==> config.mk <==
export PLATFORM = sky130hd
export DESIGN_NAME = voice_allocator
export DESIGN_NICKNAME = d
export VERILOG_FILES = /design/src/rtl/synth_pkg.sv /design/src/rtl/voice_select.sv /design/src/rtl/voice_allocator.sv
export SDC_FILE = /design/constraint.sdc
export NUM_CORES = 1
export LEC_CHECK = 0
export CORE_MARGIN = 5
export CORE_UTILIZATION = 37
export CTS_BUF_LIST = sky130_fd_sc_hd__clkbuf_8
export DETAILED_ROUTE_END_ITERATION = 8
export PLACE_DENSITY_LB_ADDON = 0.25
export SLEW_MARGIN = 40
export SYNTH_ARGS = -nofsm -noshare
export SYNTH_HDL_FRONTEND = slang
export SYNTH_SLANG_ARGS = --single-unit
==> constraint.sdc <==
create_clock -name clk -period 5.05 [get_ports clk]
set_input_delay 1.2625 -clock clk [delete_from_list [all_inputs] [get_ports clk]]
set_output_delay 1.2625 -clock clk [all_outputs]
set_load 0.05 [all_outputs]
Run 1, PDN straps and rails:
Bar = 50 um. Pins as bars on the die edge.
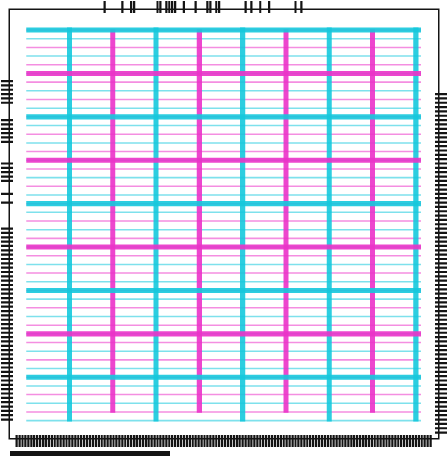
color	net
magenta	VDD
cyan	VSS
signal pins	307
rows	45
met1 rails	46
met4 straps	9
met5 straps	9
area of the core: 0.0151 mm^2
die width: 134 um
Die Height: 134 um
peak supply drop: 0.228 mV

Run 1, cells colored by class:
Bar = 50 um.
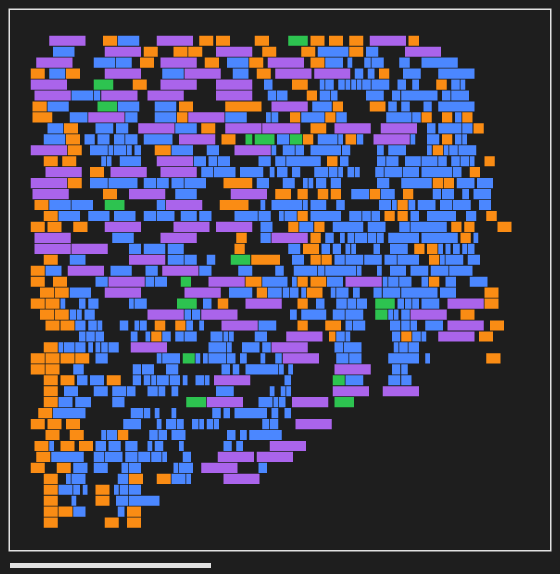
color	class	cells	share of their area
green	clock drivers and dummy loads	16	2.3%
purple	sequential cells	81	26%
orange	remaining buffers and delay cells	165	20%
blue	combinational and other logic	475	52%
Final Util: 0.536
Std-Cell Rows: 45
cell area after layout: 0.00812 mm^2
Seq area share: 0.250

Run 1, clock wires, drivers and flops:
Bar = 50 um.
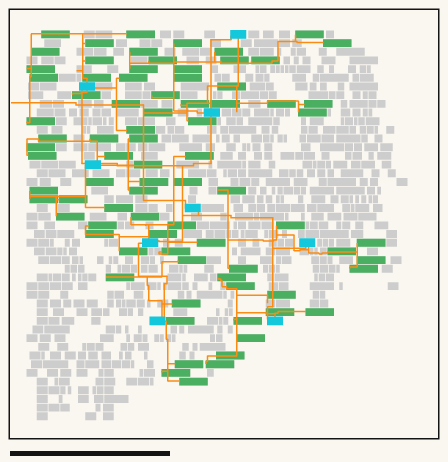
[green] flip-flops | count: 81
[cyan] clock drivers | count: 9
[orange] clock wires | length: 1170 um
routed clock nets	10
Clk Latency, worst-skew pair: 0.38 ns
Worst Clk Skew: 0.0126 ns
Clk network pwr share: 0.247
P_clk: 465 uW

==> flow_metrics.env, run 1 <==
# flow metrics
export IMPL_routabilityCongestion=0.887
export IMPL_p_sw_frac=0.362
export IMPL_violations="negative setup slack"
export IMPL_ff2ff_path_depth=22
export IMPL_crit_fanout=7
export IMPL_numCtsBuffers=9
export IMPL_htree_levels=3
export IMPL_setup_viol=51
export IMPL_ff_type="dfrtp_1"
export IMPL_wl_per_cell_um=18.4
export IMPL_combPwrFrac=0.348
export IMPL_placed_area_mm2=0.00712
export IMPL_crit_family="simple AND/OR/NAND/NOR gates"
export IMPL_synth_chip_area_mm2=0.00570
export IMPL_top_cell="dfrtp_1"
export IMPL_intPower_uw=1200
export IMPL_antenna_found_initial=0
export IMPL_hp_class="reg -> reg"
export IMPL_worstSetupPathDepth=22
export IMPL_power_switching_uw=682
export IMPL_critical_path_max_stage_delay_ns=0.42
export IMPL_outcome="finished, violations left"
export IMPL_edf_count=0
export IMPL_slew_headroom=0.398
export IMPL_drtAntennaViolNets=0
export IMPL_total_power_uw=1890
export IMPL_maxPowerGroup="registers"
export IMPL_cts_path_max_buffers=2
export IMPL_fa_ha_area_frac=0.0860
export IMPL_dpl_cell_count=890
export IMPL_syn2layout_area_growth_pct=42.4
export IMPL_clock_sinks=81
export IMPL_tritoncts="done"
export IMPL_setup_ws_ns=-0.247
export IMPL_io_buffers=95
export IMPL_hold_depth=2
==> run 1: placed cells by master (no fill, tap or decap), types with 9 or more instances in the layout <==
cell             synthesis  final
buf_4                   10     55
a31oi_1                 16     13
nand2_2                  0      9
mux2_2                  38     11
nand4_1                 16     16
buf_6                    0     10
nand2_1                 42     33
dfrtp_1                 81     80
o21ai_0                 24     19
xor2_1                  14     14
a21oi_2                  0     12
mux2_4                   0     28
a21oi_1                 39     26
o211ai_1                13     13
clkbuf_8                 0     11
nor2_1                  31     27
inv_1                   29     29
ha_1                    36     29
clkdlybuf4s50_1          0     94
==> run 1: per-layer routing <==
layer,vias up,wire length (um),global-route usage
met5,-,0,0
met4,0,334,0.0549
met1,2647,7580,0.238
li1,2505,-,-
met2,172,8130,0.311
met3,35,947,0.0443
==> run 2: changes to the inputs <==
Settings changed: SETUP_SLACK_MARGIN set to 0.3.
Run 2, PDN straps and rails:
Bar = 50 um. Pins as bars on the die edge.
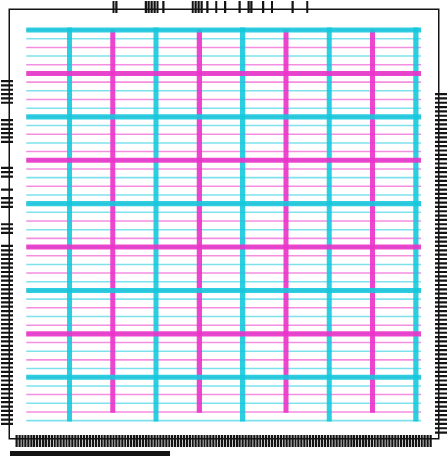
color	net
cyan	VSS
magenta	VDD
met5 straps	9
rows	45
peak supply drop: 0.364 mV

Run 2, cells colored by class:
Bar = 50 um.
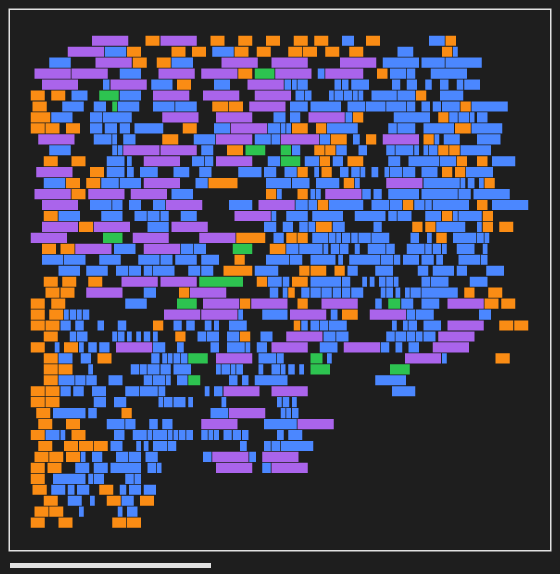
cell area after layout: 0.00828 mm^2
Seq area share: 0.245
Final Util: 0.547

Run 2, routing congestion map:
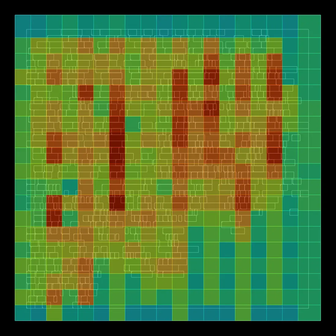
global routing's busiest layer: met2
met2 Usage GRT: 0.291
gr usage total: 0.181
wire per inst: 18.6 um

==> flow_metrics.env, run 2 <==
# flow metrics
export IMPL_edf_count=0
export IMPL_crit_fanout=7
export IMPL_routabilityCongestion=0.843
export IMPL_slew_headroom=0.484
export IMPL_power_switching_uw=668
export IMPL_ff_type="dfrtp_1"
export IMPL_cts_path_max_buffers=2
export IMPL_violations="negative setup slack"
export IMPL_drt_met1_wl_um=7810
export IMPL_dieHeight_um=134
export IMPL_hp_class="reg -> reg"
export IMPL_rows=45
export IMPL_setup_ws_ns=-0.0732
export IMPL_clk_latency_ns=0.36
export IMPL_drtAntennaViolNets=0
export IMPL_wl_met2_um=8230
export IMPL_outcome="finished, violations left"
export IMPL_worstSetupPathDepth=24
export IMPL_setup_viol=34
export IMPL_grt_met1_usage=0.246
export IMPL_dpl_cell_count=890
export IMPL_fin_skew_ns=0.00890
export IMPL_placed_area_mm2=0.00727
export IMPL_clock_sinks=81
export IMPL_synth_chip_area_mm2=0.00570
export IMPL_total_power_uw=1910
export IMPL_grt_use_met3=0.0503
export IMPL_intPower_uw=1250
run 2: cell counts after synthesis:
No cell type changed its count.
run 2: final cells by class:
class / count / area, um^2
clock inverters: 6 / 67.6
inverters: 29 / 109
well taps: 188 / 235
fillers: 1298 / 6870
multi-input cells: 446 / 4180
clock buffers: 10 / 138
repair buffers: 160 / 1520
flip-flops and latches: 81 / 2030
run 2: cells by family (layout without fill, tap and decap cells):
group                      count (synthesis)  count (layout)
AOI/OAI and AO/OA                        173             173
muxes                                     51              51
and+or+nand+nor                          162             162
xor gates and xnor gates                  22              22
adders and majority gates                 38              38
buffers and inverters                     71             205
DFF                                       81              81
run 2: power groups by stage:
stage	clock network [uW]	registers [uW]	logic [uW]
after floorplan	0	912	232
after global placement	0	772	578
after detailed placement	0	778	587
after CTS	510	765	604
after global routing	533	776	685
final	494	767	652
No activity file was given, so power comes from the tool's default toggle rates.
